[config.mk]
export PLATFORM = sky130hd
export DESIGN_NAME = scene_raster_engine
export DESIGN_NICKNAME = d
export VERILOG_FILES = /design/src/rtl/scene_raster_engine.sv
export SDC_FILE = /design/constraint.sdc
export NUM_CORES = 1
export LEC_CHECK = 0
export CAP_MARGIN = 0
export CORE_MARGIN = 4
export CORE_UTILIZATION = 50
export DETAILED_ROUTE_END_ITERATION = 16
export GPL_TIMING_DRIVEN = 1
export HOLD_SLACK_MARGIN = 0.12
export PLACE_DENSITY = 0.76
export SYNTH_ARGS = -nofsm -noshare
export SYNTH_HDL_FRONTEND = slang
export SYNTH_SLANG_ARGS = --single-unit
[constraint.sdc]
create_clock -name clk -period 6.9 [get_ports clk]
set_clock_uncertainty 0.2 [all_clocks]
set_input_delay 1.035 -clock clk [delete_from_list [all_inputs] [get_ports clk]]
set_output_delay 1.035 -clock clk [all_outputs]
set_load 0.02 [all_outputs]
[src/rtl/scene_raster_engine.sv]
// ---------------------------------------------------------------------------
// scene_raster_engine
//
// Purpose: command-driven pixel generator for a lane-based side-scroller
// scene. One command at a time is latched and scanned in raster order
// (x fastest). Each scanned position produces one candidate pixel on the
// registered x/y/color outputs with a plot strobe. The downstream side
// consumes the pixel with plot_ready.
//
// Commands (cmd_op):
//   00 CLEAR  : full screen, floor bands in FLOOR_COLOR, rest BG_COLOR
//   01 FLOORS : full width, floor-band rows only, FLOOR_COLOR
//   10 SPRITE : SPR_W x SPR_H bitmap at (cmd_x, cmd_y) in cmd_color
//   11 COLUMN : COL_W-wide wall from cmd_x, all rows, with per-lane gaps
//
// Ports:
//   clk, reset_n             clock (rising edge), async active-low reset
//   cmd_valid / cmd_ready    command handshake (ready only while idle)
//   cmd_op, cmd_x, cmd_y     command code and region origin
//   cmd_color, cmd_shape     sprite/wall colour, 2-bit shape code per lane
//   sprite_bits              sprite bitmap, bit r*SPR_W+c = row r, col c
//   plot / plot_ready        pixel strobe and downstream acceptance
//   x, y, color              registered pixel coordinate and colour
//   busy, done               command executing, one-cycle completion pulse
// ---------------------------------------------------------------------------
module scene_raster_engine #(
  parameter int SCREEN_W   = 160,
  parameter int SCREEN_H   = 120,
  parameter int X_W        = 8,
  parameter int Y_W        = 7,
  parameter int COLOR_W    = 3,
  parameter int NUM_LANES  = 3,
  parameter int LANE_PITCH = 40,
  parameter int FLOOR_H    = 5,
  parameter int TOP_GAP_H  = 15,
  parameter int BOT_GAP_H  = 5,
  parameter int COL_W      = 2,
  parameter int SPR_W      = 7,
  parameter int SPR_H      = 7,
  parameter logic [COLOR_W-1:0] FLOOR_COLOR = 3'b010,
  parameter logic [COLOR_W-1:0] BG_COLOR    = 3'b000
) (
  input  logic                     clk,
  input  logic                     reset_n,
  input  logic                     cmd_valid,
  output logic                     cmd_ready,
  input  logic [1:0]               cmd_op,
  input  logic [X_W-1:0]           cmd_x,
  input  logic [Y_W-1:0]           cmd_y,
  input  logic [COLOR_W-1:0]       cmd_color,
  input  logic [2*NUM_LANES-1:0]   cmd_shape,
  input  logic [SPR_W*SPR_H-1:0]   sprite_bits,
  output logic                     plot,
  input  logic                     plot_ready,
  output logic [X_W-1:0]           x,
  output logic [Y_W-1:0]           y,
  output logic [COLOR_W-1:0]       color,
  output logic                     busy,
  output logic                     done
);

  localparam logic [1:0] S_IDLE = 2'd0;
  localparam logic [1:0] S_RUN  = 2'd1;
  localparam logic [1:0] S_DONE = 2'd2;

  localparam logic [1:0] OP_CLEAR  = 2'b00;
  localparam logic [1:0] OP_FLOORS = 2'b01;
  localparam logic [1:0] OP_SPRITE = 2'b10;
  localparam logic [1:0] OP_COLUMN = 2'b11;

  // One guard bit above the screen coordinate width so that region
  // offsets past the right/bottom edge are detected instead of wrapping.
  localparam int XG_W        = X_W + 1;
  localparam int YG_W        = Y_W + 1;
  localparam int LANE_W      = $clog2(NUM_LANES + 1);
  localparam int ROW_W       = $clog2(LANE_PITCH);
  localparam int FLOOR_START = LANE_PITCH - FLOOR_H;
  localparam int BOT_START   = FLOOR_START - BOT_GAP_H;
  localparam int SHAPE_W     = 2 * NUM_LANES;
  localparam int BITS_W      = SPR_W * SPR_H;

  logic [1:0]         state;

  logic [1:0]         op_q,    nxt_op;
  logic [X_W-1:0]     org_x_q, nxt_org_x;
  logic [Y_W-1:0]     org_y_q, nxt_org_y;
  logic [COLOR_W-1:0] col_q,   nxt_color;
  logic [SHAPE_W-1:0] shape_q, nxt_shape;
  logic [BITS_W-1:0]  bits_q,  nxt_bits;

  // sx/sy are offsets inside the region; lane/row track which lane and
  // which row within that lane the current scan row falls in, so lane
  // geometry never needs a divide.
  logic [XG_W-1:0]    sx_q,    nxt_sx;
  logic [YG_W-1:0]    sy_q,    nxt_sy;
  logic [LANE_W-1:0]  lane_q,  nxt_lane;
  logic [ROW_W-1:0]   row_q,   nxt_row;

  logic               accept;
  logic               advance;
  logic [XG_W-1:0]    last_x;
  logic               last_col;
  logic               last_row;
  logic               scan_last;

  logic [XG_W-1:0]    pix_ax;
  logic [YG_W-1:0]    pix_ay;
  logic               clipped;
  logic               in_floor;
  logic               in_top;
  logic               in_bot;
  logic [1:0]         lane_code;
  logic [BITS_W-1:0]  spr_shift;
  logic               spr_bit;
  logic               pix_plot;
  logic [COLOR_W-1:0] pix_color;

  assign cmd_ready = (state == S_IDLE);
  assign busy      = (state == S_RUN);
  assign done      = (state == S_DONE);

  // Scan sequencing: decide the next scan position. On accept the command
  // fields come straight from the inputs so the first pixel can be
  // registered on the accept edge. The scan only moves when the current
  // pixel is either not a plot or has been taken downstream.
  always_comb begin
    accept  = (state == S_IDLE) && cmd_valid;
    advance = (state == S_RUN) && (!plot || plot_ready);

    case (op_q)
      OP_SPRITE: last_x = XG_W'(SPR_W - 1);
      OP_COLUMN: last_x = XG_W'(COL_W - 1);
      default:   last_x = XG_W'(SCREEN_W - 1);
    endcase
    last_col = (sx_q == last_x);

    case (op_q)
      OP_SPRITE: last_row = (sy_q == YG_W'(SPR_H - 1));
      OP_FLOORS: last_row = (lane_q == LANE_W'(NUM_LANES - 1)) &&
                            (row_q == ROW_W'(LANE_PITCH - 1));
      default:   last_row = (sy_q == YG_W'(SCREEN_H - 1));
    endcase
    scan_last = last_col && last_row;

    nxt_op    = op_q;
    nxt_org_x = org_x_q;
    nxt_org_y = org_y_q;
    nxt_color = col_q;
    nxt_shape = shape_q;
    nxt_bits  = bits_q;
    nxt_sx    = sx_q;
    nxt_sy    = sy_q;
    nxt_lane  = lane_q;
    nxt_row   = row_q;

    if (accept) begin
      nxt_op    = cmd_op;
      nxt_org_x = cmd_x;
      nxt_org_y = cmd_y;
      nxt_color = cmd_color;
      nxt_shape = cmd_shape;
      nxt_bits  = sprite_bits;
      nxt_sx    = '0;
      nxt_lane  = '0;
      if (cmd_op == OP_FLOORS) begin
        nxt_sy  = YG_W'(FLOOR_START);
        nxt_row = ROW_W'(FLOOR_START);
      end else begin
        nxt_sy  = '0;
        nxt_row = '0;
      end
    end else if (advance && !scan_last) begin
      if (!last_col) begin
        nxt_sx = sx_q + 1'b1;
      end else begin
        nxt_sx = '0;
        if (row_q == ROW_W'(LANE_PITCH - 1)) begin
          nxt_lane = lane_q + 1'b1;
          if (op_q == OP_FLOORS) begin
            // Skip straight from this band's last row to the next band.
            nxt_sy  = sy_q + YG_W'(FLOOR_START + 1);
            nxt_row = ROW_W'(FLOOR_START);
          end else begin
            nxt_sy  = sy_q + 1'b1;
            nxt_row = '0;
          end
        end else begin
          nxt_sy  = sy_q + 1'b1;
          nxt_row = row_q + 1'b1;
        end
      end
    end
  end

  // Pixel generation for the next scan position: absolute coordinate with
  // guard bit, clipping, and the colour rules of each command.
  always_comb begin
    pix_ax = nxt_sx;
    pix_ay = nxt_sy;
    if (nxt_op == OP_SPRITE || nxt_op == OP_COLUMN)
      pix_ax = nxt_sx + XG_W'(nxt_org_x);
    if (nxt_op == OP_SPRITE)
      pix_ay = nxt_sy + YG_W'(nxt_org_y);

    clipped  = (pix_ax >= XG_W'(SCREEN_W)) || (pix_ay >= YG_W'(SCREEN_H));
    in_floor = (nxt_row >= ROW_W'(FLOOR_START));
    in_top   = (nxt_row < ROW_W'(TOP_GAP_H));
    in_bot   = (nxt_row >= ROW_W'(BOT_START)) && !in_floor;

    lane_code = 2'(nxt_shape >> {nxt_lane, 1'b0});
    spr_shift = nxt_bits >> (int'(nxt_sy) * SPR_W + int'(nxt_sx));
    spr_bit   = spr_shift[0];

    pix_plot  = !clipped;
    pix_color = BG_COLOR;
    case (nxt_op)
      OP_CLEAR:  pix_color = in_floor ? FLOOR_COLOR : BG_COLOR;
      OP_FLOORS: pix_color = FLOOR_COLOR;
      OP_SPRITE: begin
        pix_plot  = spr_bit && !clipped;
        pix_color = nxt_color;
      end
      default: begin
        // Shapes 10/11 close the top gap; only shape 10 opens the bottom gap.
        if (in_floor)
          pix_color = FLOOR_COLOR;
        else if (in_top)
          pix_color = lane_code[1] ? nxt_color : BG_COLOR;
        else if (in_bot)
          pix_color = (lane_code == 2'b10) ? BG_COLOR : nxt_color;
        else
          pix_color = nxt_color;
      end
    endcase
  end

  // State, latched command and scan counters, plus the registered pixel.
  // A clipped position keeps the previous x/y/color so an off-screen
  // offset never shows up as a wrapped coordinate.
  always_ff @(posedge clk or negedge reset_n) begin
    if (!reset_n) begin
      state   <= S_IDLE;
      op_q    <= '0;
      org_x_q <= '0;
      org_y_q <= '0;
      col_q   <= '0;
      shape_q <= '0;
      bits_q  <= '0;
      sx_q    <= '0;
      sy_q    <= '0;
      lane_q  <= '0;
      row_q   <= '0;
      plot    <= 1'b0;
      x       <= '0;
      y       <= '0;
      color   <= '0;
    end else begin
      op_q    <= nxt_op;
      org_x_q <= nxt_org_x;
      org_y_q <= nxt_org_y;
      col_q   <= nxt_color;
      shape_q <= nxt_shape;
      bits_q  <= nxt_bits;
      sx_q    <= nxt_sx;
      sy_q    <= nxt_sy;
      lane_q  <= nxt_lane;
      row_q   <= nxt_row;
      case (state)
        S_IDLE: begin
          if (accept) begin
            state <= S_RUN;
            plot  <= pix_plot;
            if (!clipped) begin
              x     <= pix_ax[X_W-1:0];
              y     <= pix_ay[Y_W-1:0];
              color <= pix_color;
            end
          end
        end
        S_RUN: begin
          if (advance) begin
            if (scan_last) begin
              state <= S_DONE;
              plot  <= 1'b0;
            end else begin
              plot <= pix_plot;
              if (!clipped) begin
                x     <= pix_ax[X_W-1:0];
                y     <= pix_ay[Y_W-1:0];
                color <= pix_color;
              end
            end
          end
        end
        S_DONE:  state <= S_IDLE;
        default: state <= S_IDLE;
      endcase
    end
  end

endmodule

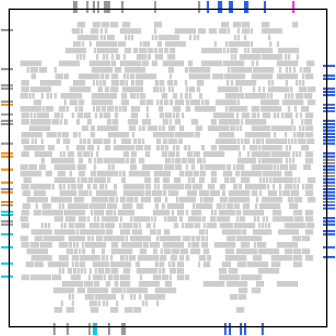
**Above:** run 1 (I/O pins on the die edge).
Pins as bars across the die edge, other pins in grey.
- blue: sprite_bits (pins 49; direction input; edge 36 right, 8 top, 5 bottom)
- orange: y (pins 7; direction output; edge left)
- magenta: reset_n (pins 1; direction input; edge top)
- cyan: x (pins 8; direction output; edge 6 left, 2 bottom)
- all pins by edge: 42 right, 26 left, 20 top, 13 bottom

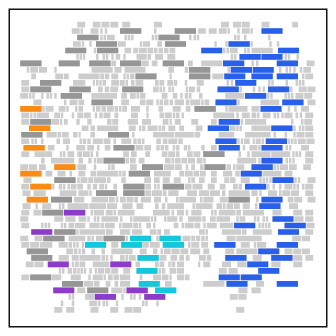
**Above:** run 1 (where the registers sit).
Other sequential cells in the stronger grey, the rest of the logic in the fainter grey.
- orange: y (sequential cells 7; where middle left)
- cyan: sx_q (sequential cells 9; where bottom centre)
- blue: bits_q (sequential cells 49; where a column on the right)
- purple: org_x_q (sequential cells 8; where lower left)
- not coloured: 48

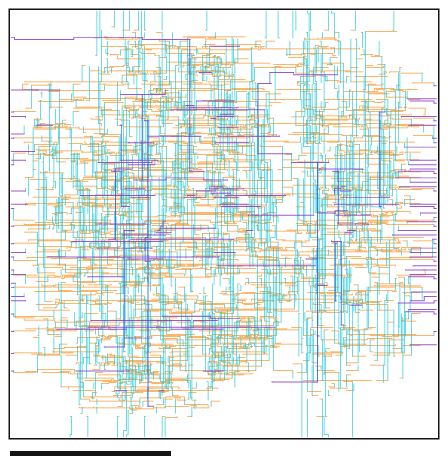
**Above:** run 1 (routed metal, one colour a layer).
The bar under the picture is 50 um long.
- blue: M4 (wire length 428 um)
- cyan: M2 (wire length 9180 um)
- orange: M1 (wire length 9030 um)
- purple: M3 (wire length 1420 um)

==> qor.yml, run 1 <==
status: "completed"
pwr-share-seq: 0.183
tightest_slew_ns: 0.786
chip_area_sq_um: 17600
reg2reg_depth: 21
ys_sh_simple: 0.211
worstSetupStartpoint: "plot_ready"
antenna_found_initial: 0
grt_pass1_wl_um: 33800
synth_adder_area_share: 0.0900
min_path_cells: 2
comb_share: 0.454
clock_area_frac: 0.0664
yosysWarnings: 0
n_clock_buffer: 19
grt-busiest-layer: "met2"
max-slew-margin-rel: 0.476
sh_seq_area: 0.312
cts_buffers: 17
preCtsSetupSlack_ns: 0.0536
fin_hold_ws_ns: 0.270
buffer_area_frac: 0.124
power_density_nw_per_um2: 598
core_sq_um: 15200
flops: 121
placed_cell_area_sq_um: 9070
hold_path_end: "bits_q[18]"
buffers: 126
**Run 1: clock network drawn from the DEF**

The bar under the picture is 50 um long.
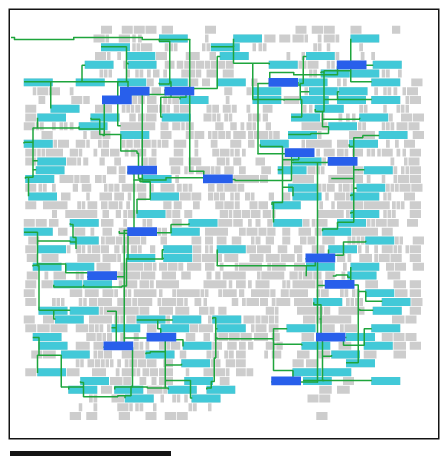

--- run 2 (diff from run 1) ---
--- a/config.mk
+++ b/config.mk
@@ -12,6 +12,7 @@
 export GPL_TIMING_DRIVEN = 1
 export HOLD_SLACK_MARGIN = 0.12
 export PLACE_DENSITY = 0.76
+export REMOVE_ABC_BUFFERS = 1
 export SYNTH_ARGS = -nofsm -noshare
 export SYNTH_HDL_FRONTEND = slang
 export SYNTH_SLANG_ARGS = --single-unit
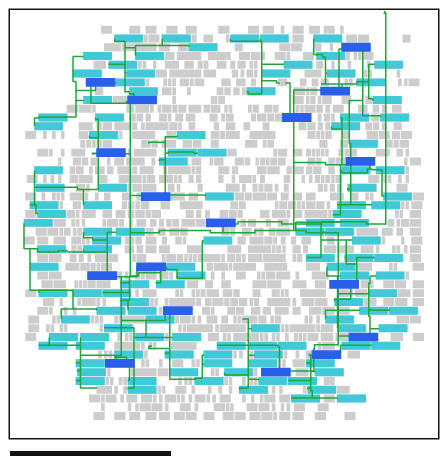
**Above:** run 2 (clock network drawn from the DEF).
The bar under the picture is 50 um long.
- blue: clock-net drivers (count 17)
- green: clock wires (length 1630 um)
- cyan: flip-flops (count 121)
- flops lie: spread over the die
- routed clock nets: 18

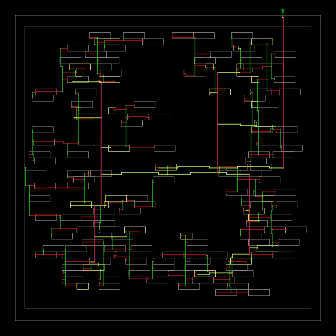
**Above:** run 2 (clock wiring as the flow saved it).
clk sinks: 121
Clock Latency Late Sink: 0.43 ns

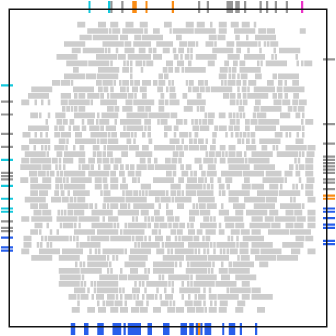
**Above:** run 2 (I/O pins on the die edge).
Pins as bars across the die edge, other pins in grey.
- orange: y (pins 7; direction output; edge 4 top, 2 right, 1 bottom)
- blue: sprite_bits (pins 49; direction input; edge 39 bottom, 7 right, 3 left)
- cyan: x (pins 8; direction output; edge 6 left, 2 top)
- magenta: reset_n (pins 1; direction input; edge top)
- all pins by edge: 40 bottom, 21 right, 21 top, 19 left

==> run 2 against run 1 <==
Net effect: hold slack about the same; cell count increased by 0.26%; via count decreased by 0.85%; area after synthesis unchanged; sequential power barely moved; maximum frequency is 0.31% higher; critical path depth is 2 lower; clock power fell by 12%; sequential share of layout area is 0.19 points higher; worst setup slack improved by 0.020 ns.
==> qor.yml, run 2 <==
hold_path_end: "bits_q[18]"
n_clock_buffer: 22  # +3
flops: 121  # unchanged
reg2reg_depth: 19  # -9.5%
clock_area_frac: 0.0599  # -0.00647
min_path_cells: 2  # unchanged
power_density_nw_per_um2: 579  # -3.2%
preCtsSetupSlack_ns: 0.00236  # -0.0513 ns
buffer_area_frac: 0.129  # +0.00437
worstSetupStartpoint: "plot_ready"
fin_hold_ws_ns: 0.270  # -0.000438 ns
sh_seq_area: 0.314  # +0.00186
status: "completed"
comb_share: 0.454  # about the same
cts_buffers: 17  # unchanged
yosysWarnings: 0  # unchanged
core_sq_um: 15200  # unchanged
buffers: 129  # +2.4%
ys_sh_simple: 0.211  # unchanged
grt_pass1_wl_um: 32000  # -5.2%
Power and IR drop assume default switching activity.
